**src/rtl/controlador_esteira_param.sv**
```systemverilog
// controlador_esteira_param
// Bottling-line controller. Walks one bottle at a time through the fill,
// cork, quality-check and seal/count stations, drives the conveyor motor
// and the station actuators, and keeps the cork magazine, cork stock and
// lot (dozen) counters. The magazine refills itself from stock.
//
// Ports
//   CLK, RESET (async, active low), TICK (slow time-base enable, timers only)
//   KEY_START, KEY_VEDAR, KEY_ENTER_CQ, KEY_LACRE_CONTA : single-CLK pulses
//   SW_ADD_ROLHA : single-CLK pulse, one box into stock
//   SW_QUALIDADE_OK : level, sampled on KEY_ENTER_CQ
//   SENSOR_* : position / bottle-full levels
//   MOTOR, VALVULA_ENCHIMENTO, DESCARTE, FALHA : Moore outputs of the state
//   ATUADOR_VEDACAO, DISPENSADOR_ROLHAS : registered one-CLK pulses
//   ALARME_ROLHA : magazine low with no stock left
//   ESTADO, CONT_ROLHAS, ESTOQUE, CONT_GARRAFAS, CONT_DUZIAS : status
module controlador_esteira_param #(
  parameter int ROLHA_MAX      = 20,
  parameter int ROLHA_MIN      = 5,
  parameter int ESTOQUE_INIT   = 10,
  parameter int LOTE           = 12,
  parameter int DUZIA_MAX      = 99,
  parameter int FILL_TIMEOUT   = 50,
  parameter int DESCARTE_TICKS = 4
) (
  input  logic                            CLK,
  input  logic                            RESET,
  input  logic                            TICK,
  input  logic                            KEY_START,
  input  logic                            KEY_VEDAR,
  input  logic                            KEY_ENTER_CQ,
  input  logic                            KEY_LACRE_CONTA,
  input  logic                            SW_ADD_ROLHA,
  input  logic                            SW_QUALIDADE_OK,
  input  logic                            SENSOR_POS_ENCHIMENTO,
  input  logic                            SENSOR_POS_CQ,
  input  logic                            SENSOR_POS_LACRE,
  input  logic                            SENSOR_GARRAFA_CHEIA,
  output logic                            MOTOR,
  output logic                            VALVULA_ENCHIMENTO,
  output logic                            DESCARTE,
  output logic                            FALHA,
  output logic                            ATUADOR_VEDACAO,
  output logic                            DISPENSADOR_ROLHAS,
  output logic                            ALARME_ROLHA,
  output logic [3:0]                      ESTADO,
  output logic [$clog2(ROLHA_MAX+1)-1:0]  CONT_ROLHAS,
  output logic [7:0]                      ESTOQUE,
  output logic [$clog2(LOTE)-1:0]         CONT_GARRAFAS,
  output logic [6:0]                      CONT_DUZIAS
);

  localparam int RW   = $clog2(ROLHA_MAX + 1);
  localparam int GW   = $clog2(LOTE);
  localparam int TMAX = (FILL_TIMEOUT > DESCARTE_TICKS) ? FILL_TIMEOUT : DESCARTE_TICKS;
  localparam int TW   = $clog2(TMAX + 1);

  typedef enum logic [3:0] {
    S_IDLE       = 4'd0,
    S_MOVE_ENCH  = 4'd1,
    S_ENCHENDO   = 4'd2,
    S_VEDANDO    = 4'd3,
    S_MOVE_CQ    = 4'd4,
    S_CQ         = 4'd5,
    S_MOVE_LACRE = 4'd6,
    S_LACRE      = 4'd7,
    S_DESCARTE   = 4'd8,
    S_FALHA      = 4'd9
  } state_t;

  state_t          state_q, state_d;
  logic [TW-1:0]   timer_q, timer_d;
  logic [RW-1:0]   rolhas_q, rolhas_d;
  logic [7:0]      estoque_q, estoque_d;
  logic [GW-1:0]   garrafas_q, garrafas_d;
  logic [6:0]      duzias_q, duzias_d;
  logic            atuador_q, atuador_d;
  logic            dispensador_q, dispensador_d;
  logic            seal;
  logic            count_lot;
  logic            refill;

  // Next state, timer, and the one-cycle seal / lot-count strobes.
  always_comb begin
    state_d   = state_q;
    timer_d   = timer_q;
    seal      = 1'b0;
    count_lot = 1'b0;
    case (state_q)
      S_IDLE:
        if (KEY_START && rolhas_q != '0) state_d = S_MOVE_ENCH;
      S_MOVE_ENCH:
        if (SENSOR_POS_ENCHIMENTO) begin
          state_d = S_ENCHENDO;
          timer_d = '0;
        end
      S_ENCHENDO:
        // A full bottle wins over a timeout landing on the same edge.
        if (SENSOR_GARRAFA_CHEIA) begin
          state_d = S_VEDANDO;
        end else if (TICK) begin
          timer_d = timer_q + TW'(1);
          if (timer_q == TW'(FILL_TIMEOUT - 1)) state_d = S_FALHA;
        end
      S_VEDANDO:
        if (KEY_VEDAR && rolhas_q != '0) begin
          seal    = 1'b1;
          state_d = S_MOVE_CQ;
        end
      S_MOVE_CQ:
        if (SENSOR_POS_CQ) state_d = S_CQ;
      S_CQ:
        if (KEY_ENTER_CQ) begin
          if (SW_QUALIDADE_OK) begin
            state_d = S_MOVE_LACRE;
          end else begin
            state_d = S_DESCARTE;
            timer_d = '0;
          end
        end
      S_MOVE_LACRE:
        if (SENSOR_POS_LACRE) state_d = S_LACRE;
      S_LACRE:
        if (KEY_LACRE_CONTA) begin
          count_lot = 1'b1;
          state_d   = S_IDLE;
        end
      S_DESCARTE:
        if (TICK) begin
          timer_d = timer_q + TW'(1);
          if (timer_q == TW'(DESCARTE_TICKS - 1)) state_d = S_IDLE;
        end
      S_FALHA:
        if (KEY_START) state_d = S_IDLE;
      default:
        state_d = S_IDLE;
    endcase
  end

  // Magazine, stock and lot counters.
  always_comb begin
    // A seal decrement in this cycle pushes the refill to the next cycle.
    refill = (rolhas_q < RW'(ROLHA_MIN)) && (estoque_q != 8'd0) && !seal;

    rolhas_d = rolhas_q;
    if (seal)        rolhas_d = rolhas_q - RW'(1);
    else if (refill) rolhas_d = RW'(ROLHA_MAX);

    // Add and refill together cancel out.
    estoque_d = estoque_q;
    if (refill && !SW_ADD_ROLHA)                            estoque_d = estoque_q - 8'd1;
    else if (SW_ADD_ROLHA && !refill && estoque_q != 8'hFF) estoque_d = estoque_q + 8'd1;

    garrafas_d = garrafas_q;
    duzias_d   = duzias_q;
    if (count_lot) begin
      if (garrafas_q == GW'(LOTE - 1)) begin
        garrafas_d = '0;
        if (duzias_q != 7'(DUZIA_MAX)) duzias_d = duzias_q + 7'd1;
      end else begin
        garrafas_d = garrafas_q + GW'(1);
      end
    end

    atuador_d     = seal;
    dispensador_d = refill;
  end

  always_ff @(posedge CLK or negedge RESET) begin
    if (!RESET) begin
      state_q       <= S_IDLE;
      timer_q       <= '0;
      rolhas_q      <= RW'(ROLHA_MAX);
      estoque_q     <= 8'(ESTOQUE_INIT);
      garrafas_q    <= '0;
      duzias_q      <= '0;
      atuador_q     <= 1'b0;
      dispensador_q <= 1'b0;
    end else begin
      state_q       <= state_d;
      timer_q       <= timer_d;
      rolhas_q      <= rolhas_d;
      estoque_q     <= estoque_d;
      garrafas_q    <= garrafas_d;
      duzias_q      <= duzias_d;
      atuador_q     <= atuador_d;
      dispensador_q <= dispensador_d;
    end
  end

  assign MOTOR              = (state_q == S_MOVE_ENCH) || (state_q == S_MOVE_CQ) ||
                              (state_q == S_MOVE_LACRE);
  assign VALVULA_ENCHIMENTO = (state_q == S_ENCHENDO);
  assign DESCARTE           = (state_q == S_DESCARTE);
  assign FALHA              = (state_q == S_FALHA);
  assign ATUADOR_VEDACAO    = atuador_q;
  assign DISPENSADOR_ROLHAS = dispensador_q;
  assign ALARME_ROLHA       = (rolhas_q < RW'(ROLHA_MIN)) && (estoque_q == 8'd0);
  assign ESTADO             = state_q;
  assign CONT_ROLHAS        = rolhas_q;
  assign ESTOQUE            = estoque_q;
  assign CONT_GARRAFAS      = garrafas_q;
  assign CONT_DUZIAS        = duzias_q;

endmodule

```
**config.mk**
```make
export PLATFORM = sky130hd
export DESIGN_NAME = controlador_esteira_param
export DESIGN_NICKNAME = d
export VERILOG_FILES = /design/src/rtl/controlador_esteira_param.sv
export SDC_FILE = /design/constraint.sdc
export NUM_CORES = 1
export LEC_CHECK = 0
export CORE_UTILIZATION = 45
export CTS_CLUSTER_DIAMETER = 200
export CTS_CLUSTER_SIZE = 20
export DETAILED_ROUTE_END_ITERATION = 6
export MAX_ROUTING_LAYER = met4
export PLACE_DENSITY = 0.77
export SLEW_MARGIN = 20
export SYNTH_ARGS = -nofsm -noshare
export SYNTH_HDL_FRONTEND = slang
export SYNTH_SLANG_ARGS = --single-unit
```
**constraint.sdc**
```tcl
create_clock -name CLK -period 4.9 [get_ports CLK]
set_input_delay 1.47 -clock CLK [delete_from_list [all_inputs] [get_ports CLK]]
set_output_delay 1.47 -clock CLK [all_outputs]
set_load 0.1 [all_outputs]
```
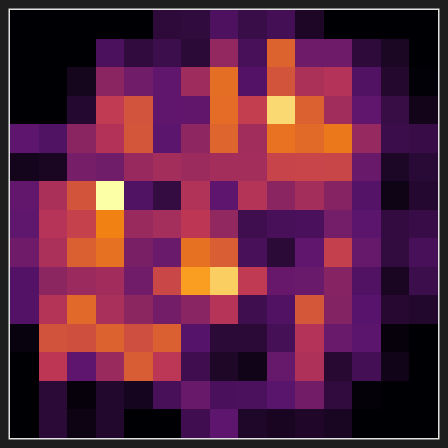
Fig. 1. Wire density map.
15 x 15 tiles, from black (low) to pale yellow (high), scaled to the fullest tile. Values are wire area over tile area, all layers added.
tiles over half the peak	17%
mean over tiles	0.15
nearly empty tiles	15%

==> results_dict.tcl <==
# metrics dict for downstream scripts
set metrics [dict create \
    outcome "complete, no violations" \
    rr_endpoint "ESTOQUE[7]" \
    top_cell_area_share 0.3361 \
    synth_flop_count 36 \
    cp-end-kind "flip-flop" \
    synth-compound-area-share 0.1618 \
    ant_nets 0 \
    cpPeakStageDelay_ns 0.45 \
    crit_end "ESTOQUE[7]" \
    xor_share 0.04779 \
    synth-adder-area-share 0.07143 \
    initial_core_util 0.4664 \
    die_h_um 74.76 \
    cts_max_path_buffers 2 \
    r2r_cells 14 \
    design.seq.count 36 \
    clock_latency_ns 0.29 \
    hold_violations 0 \
    max_slew.worst_pin.slew_ns 0.9787 \
    wl_met1_um 2477 \
    dp_hpwl_um 3824 \
    crit_required_ns 5.12 \
]
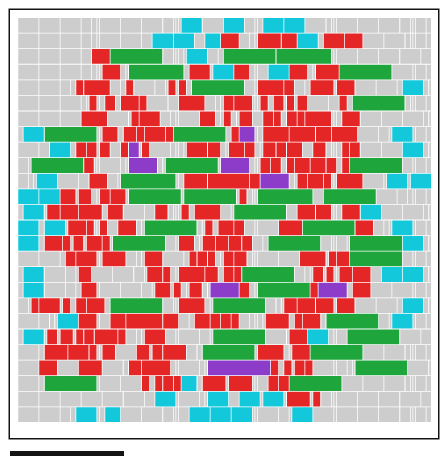
Fig. 2. Placed cells, one colour a class.
The bar under the picture is 20 um long. Fill, decap, tap and diode cells in grey.
colour	class	cells
purple	clock drivers and dummy loads	8
green	flip-flops	36
red	all other logic	205
cyan	other buffers and delay cells	48
Core Area: 5107 um2
fin util: 0.5902
flop share of the area: 0.3005

